### Met1 routing

The bar under the picture is 20 µm long. Supply wires on this layer in grey.
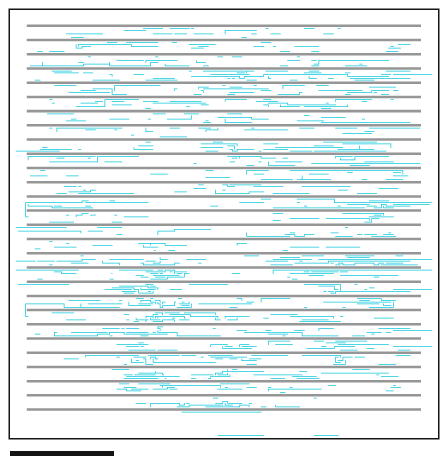
### Met2 routing

Cells faint in the background.
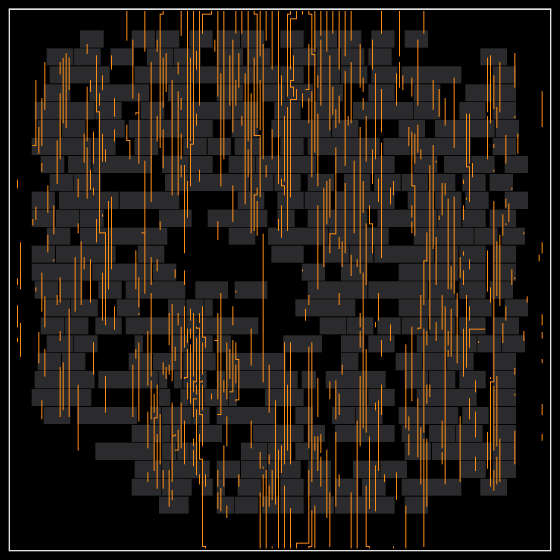
### The metal 3 layer

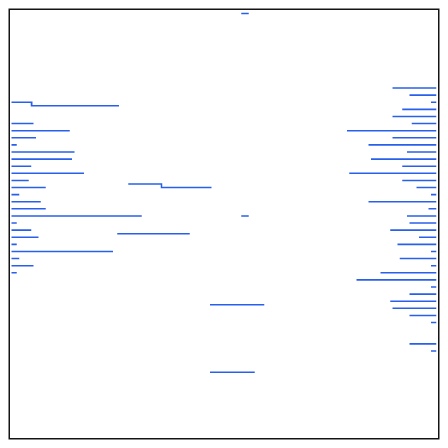
### Signal metal coverage by tile

16 x 16 tiles, from dark blue (low) to red (high), scaled to the fullest tile. Values are wire area over tile area, all layers added.
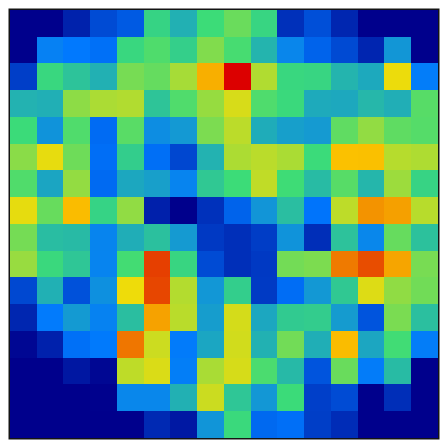
--- config.mk ---
export PLATFORM = sky130hd
export DESIGN_NAME = mem_access
export DESIGN_NICKNAME = d
export VERILOG_FILES = /design/src/rtl/mem_access.sv
export SDC_FILE = /design/constraint.sdc
export NUM_CORES = 1
export LEC_CHECK = 0
export CAP_MARGIN = 25
export CORE_MARGIN = 3
export CORE_UTILIZATION = 47
export CTS_CLUSTER_SIZE = 12
export DETAILED_ROUTE_END_ITERATION = 8
export PLACE_DENSITY = 0.88
export SETUP_SLACK_MARGIN = 0.02
export SYNTH_ARGS = -nofsm -noshare
export SYNTH_HDL_FRONTEND = slang
export SYNTH_SLANG_ARGS = --single-unit
--- constraint.sdc ---
create_clock -name clk -period 5.6 [get_ports clk]
set_input_delay 0.56 -clock clk [delete_from_list [all_inputs] [get_ports clk]]
set_output_delay 0.56 -clock clk [all_outputs]
set_load 0.005 [all_outputs]
--- src/rtl/mem_access.sv ---
// MEM-stage data memory access controller: issues one request per load/store,
// stalls the pipeline until the memory answers, and latches into a sticky error on faults.
module mem_access (
    input  logic        clk,
    input  logic        rst,
    input  logic        valid_in,
    input  logic        MemRead_in,
    input  logic        MemWrt_in,
    input  logic [15:0] addr_in,
    input  logic [15:0] wdata_in,
    input  logic [15:0] mem_rdata,
    input  logic        mem_done,
    output logic        mem_en,
    output logic        mem_wr,
    output logic [15:0] mem_addr,
    output logic [15:0] mem_wdata,
    output logic [15:0] MemRead_out,
    output logic        mem_stall,
    output logic        err
);

    typedef enum logic [1:0] {StIdle, StWait, StDone, StErr} state_e;

    state_e      state_q, state_d;
    logic [3:0]  cnt_q, cnt_d;
    logic [15:0] data_q, data_d;
    logic [15:0] addr_q, addr_d;
    logic [15:0] wdata_q, wdata_d;
    logic        wr_q, wr_d;
    logic        mem_op, legal, req, stall;

    assign mem_op = valid_in & (MemRead_in | MemWrt_in);
    assign legal  = ~addr_in[0] & ~(MemRead_in & MemWrt_in);

    always_comb begin
        state_d = state_q;
        cnt_d   = cnt_q;
        data_d  = data_q;
        addr_d  = addr_q;
        wdata_d = wdata_q;
        wr_d    = wr_q;
        req     = 1'b0;
        stall   = 1'b0;
        err     = 1'b0;
        case (state_q)
            StIdle: begin
                if (mem_op) begin
                    stall = 1'b1;
                    if (legal) begin
                        req     = 1'b1;
                        addr_d  = addr_in;
                        wdata_d = wdata_in;
                        wr_d    = MemWrt_in;
                        cnt_d   = 4'd0;
                        state_d = StWait;
                    end else begin
                        state_d = StErr;
                    end
                end
            end
            StWait: begin
                stall = 1'b1;
                if (mem_done) begin
                    if (!wr_q) begin
                        data_d = mem_rdata;
                    end
                    state_d = StDone;
                end else if (cnt_q == 4'd15) begin
                    state_d = StErr;
                end else begin
                    cnt_d = cnt_q + 4'd1;
                end
            end
            StDone: begin
                state_d = StIdle;
            end
            StErr: begin
                stall = 1'b1;
                err   = 1'b1;
            end
            default: begin
                state_d = StIdle;
            end
        endcase
    end

    // The request is combinational in the issue cycle, so gate it with reset to drop it at once.
    assign mem_en      = req & ~rst;
    assign mem_stall   = stall & ~rst;
    assign mem_wr      = mem_en ? MemWrt_in : wr_q;
    assign mem_addr    = mem_en ? addr_in : addr_q;
    assign mem_wdata   = mem_en ? wdata_in : wdata_q;
    assign MemRead_out = data_q;

    always_ff @(posedge clk or posedge rst) begin
        if (rst) begin
            state_q <= StIdle;
            cnt_q   <= 4'd0;
            data_q  <= 16'h0000;
            addr_q  <= 16'h0000;
            wdata_q <= 16'h0000;
            wr_q    <= 1'b0;
        end else begin
            state_q <= state_d;
            cnt_q   <= cnt_d;
            data_q  <= data_d;
            addr_q  <= addr_d;
            wdata_q <= wdata_d;
            wr_q    <= wr_d;
        end
    end

endmodule

==> summary.txt <==
flow finished, numbers: Num CTS Buffers=5, Leak=1.70 nW, worst hold stages=1, IO Pins=106, antenna-violating nets left=0, CTS root buf=clkbuf_8, share of cells above drive strength 1=31.5%, outcome=complete, no violations, reg2reg setup slack=3500 ps, Die W=81.9 µm, crit path DAT=2890 ps, highest routed layer=met4, nets=362, RR Endpoint=addr_q[4], Commonest Layout Cell=clkdlybuf4s50_1, cells after synthesis=194, crit end category=output pin, WP data required=5040 ps, htree depth=2, Hold Fails Final Rpt=0, setup bufs post-CTS=0, Mapped Nets=255, met3 routed WL=441 µm, Final Instance Area=3930 µm², Mean Syn Cell Area=14.0 µm², fill count=403, TritonCTS clock tree=yes, WL met1=2.40 mm, Yosys Instances=194, DPL Wire Length=4.26 mm, Least-Margin Pin Slew=779 ps, register share after synthesis=50.8%, initial antenna violation count=0, Fin Setup TNS=0 ps, worst reg2reg startpoint=state_q[0], number of global-route vias before repair=1992, largest net degree at the start of global routing=34, clk latency late pin=300 ps, Iter 0 DRT Violations=51, maximum clock path buffer count=2, PwrDens=470 nW/µm², Synth warnings=0, Startpoint Class=primary input, Worst Reg-to-Reg Cells=6, count of input and output buffers=105, RSZ-0062 raised after global routing=no, Rows=27, kind of critical path=in2out, Post-DP Area=3810 µm², Final Setup Violations=0, Clk pin slew, worst setup/hold paths=90 ps, critical path fanouts, max=33, ANT cells=0, CTS sink count=55, fin crit share=61.7%, core area=5540 µm², tool warning count=31, pins over their slew limit=0, gpl congestion=0.762, final critical-path required period=3450 ps, Post-synth regs=55, die area=6710 µm², # DRC=0, number of gates resized after CTS=0, Hold/Removal Path Class=reg2reg, GRT overflow=0, Mapped Area=2710 µm², metal2 WL=2.82 mm, synthesized chip area reported by yosys=2710 µm², vias per cell=5.11, hold_sp=cnt_q[3], VDD IR-drop max=260 µV, Die Height=81.9 µm, Pre-Place Util=48.9%, Post-CTS Hold Buffers=0, Max Cap Violations=0, Hold Path Sink=cnt_q[3], Clock Skew=10.4 ps, FMAX=290 MHz, drt pass-1 iters=4, Slew headroom=47.9%, Yosys cell types=29, first-pass GRT wire length=9.06 mm, area grow syn2layout=45.1%, Top Layout Cells=105 x clkdlybuf4s50_1, 79 x mux2_2, 55 x dfrtp_1, 7 x inv_1, 7 x ha_1
Back to the opening pictures, 'Met1 routing':
main direction	horizontal
nets with wire on the layer	301
met1 Use GR: 22.2%
via count: 1912
aggregate routed wire length: 5.73 mm

Back to the opening pictures, 'Met2 routing':
nets with wire on the layer	341
main direction	vertical
share of all routed wire	49%
wire length on this layer	2820 µm
longest straight run	27.4 µm
M2 GR Usage: 28.7%

Back to the opening pictures, 'The metal 3 layer':
nets with wire on the layer	62
share of all routed wire	7.7%
wire length on this layer	441 µm
grt met3 use: 5.15%

Back to the opening pictures, 'Signal metal coverage by tile':
fullest tile	0.35
mean over tiles	0.14
nearly empty tiles	11%
emptiest ninth of the die	south-west
post-DR wirelength/cell: 15.3 µm
GRT Total Usage: 17.4%

## per-stage QoR
stage	std cells	worst slack [ps]	utilization, %	hold slack (ps)	total power, mW
after floorplan	194	3290	-	452	1.10
after global placement	366	2200	68.9	482	1.57
after detailed placement	366	2150	68.9	490	1.60
after CTS	374	2150	70.9	507	1.87
after global routing	374	2020	70.9	522	1.98
final	374	2150	70.9	504	1.85
## cells by family after synthesis
logic type,share of synthesized area (%)
buf+inv,3.46
mux,34.0
xor+xnor,0.323
flops,50.8
compound gates,4.67
simple gates,3.46
fa+ha+maj,3.23
## worst max-delay path by stage
stage                         end  slack [ps]  startpoint  cells after the start
finish               mem_wdata[7]        2150   MemWrt_in                      6
floorplan           mem_wdata[10]        3290  state_q[0]                      6
detailed placement   mem_wdata[7]        2150   MemWrt_in                      6
global placement     mem_wdata[7]        2200   MemWrt_in                      6
global route         mem_addr[12]        2020   MemWrt_in                      6
CTS                  mem_wdata[7]        2150   MemWrt_in                      6
## final cells by class
type / instances / area (µm²) / share of cell area [%]
clock buffer: 5 / 68.8 / 1.75
clock inverter: 3 / 46.3 / 1.18
inverter: 8 / 30.0 / 0.764
multi-input combinational: 123 / 1240 / 31.7
sequential: 55 / 1380 / 35.0
tap: 72 / 90.1 / 2.29
timing repair buffer: 108 / 1070 / 27.3
## power breakdown
part / switching [mW] / internal [mW]
Clock: 0.130 / 0.135
Sequential: 0.0976 / 0.585
Combinational: 0.285 / 0.615
Total: 0.512 / 1.33
## Yosys cell counts, drive strengths merged
| cell | number | area (µm²) |
|---|---|---|
| mux2 | 81 | 912 |
| dfrtp | 55 | 1380 |
| inv | 8 | 30.0 |
| ha | 7 | 87.6 |
| a21oi | 6 | 30.0 |
| buf | 6 | 56.3 |
| nand2 | 5 | 18.8 |
| a31oi | 3 | 18.8 |
| clkbuf | 2 | 7.51 |
| nand3 | 2 | 10.0 |
| nor2 | 2 | 7.51 |
| nor2b | 2 | 12.5 |
| a211oi | 1 | 7.51 |
| a21boi | 1 | 7.51 |
| a31o | 1 | 8.76 |
| a41o | 1 | 10.0 |
| mux2i | 1 | 10.0 |
| nand2b | 1 | 6.26 |
| nand3b | 1 | 7.51 |
| nor3 | 1 | 10.0 |
| nor4 | 1 | 21.3 |
| o211ai | 1 | 7.51 |
| o21ai | 1 | 5.00 |
| o21bai | 1 | 7.51 |
| o31ai | 1 | 7.51 |
| o32ai | 1 | 16.3 |
| xnor2 | 1 | 8.76 |
## layer usage
metal | vias up | global-route usage, %
met5 | - | 0
met4 | 0 | 5.32
met3 | 4 | 5.15
met2 | 67 | 28.7
met1 | 939 | 22.2
li1 | 902 | -
## registers in the layout, indices dropped and copies added, names as in the netlist
register     flops
state_q          2
cnt_q            4
addr_q          16
wdata_q         16
MemRead_out     16
wr_q             1
## critical path: stages
cell             delay (ps)
clkdlybuf4s50_1         550
xnor2_1                 210
nor4_4                  270
buf_4                   420
mux2_2                  400
clkdlybuf4s50_1         450
Power figures rest on the tool's default switching activity, not on a simulated workload.
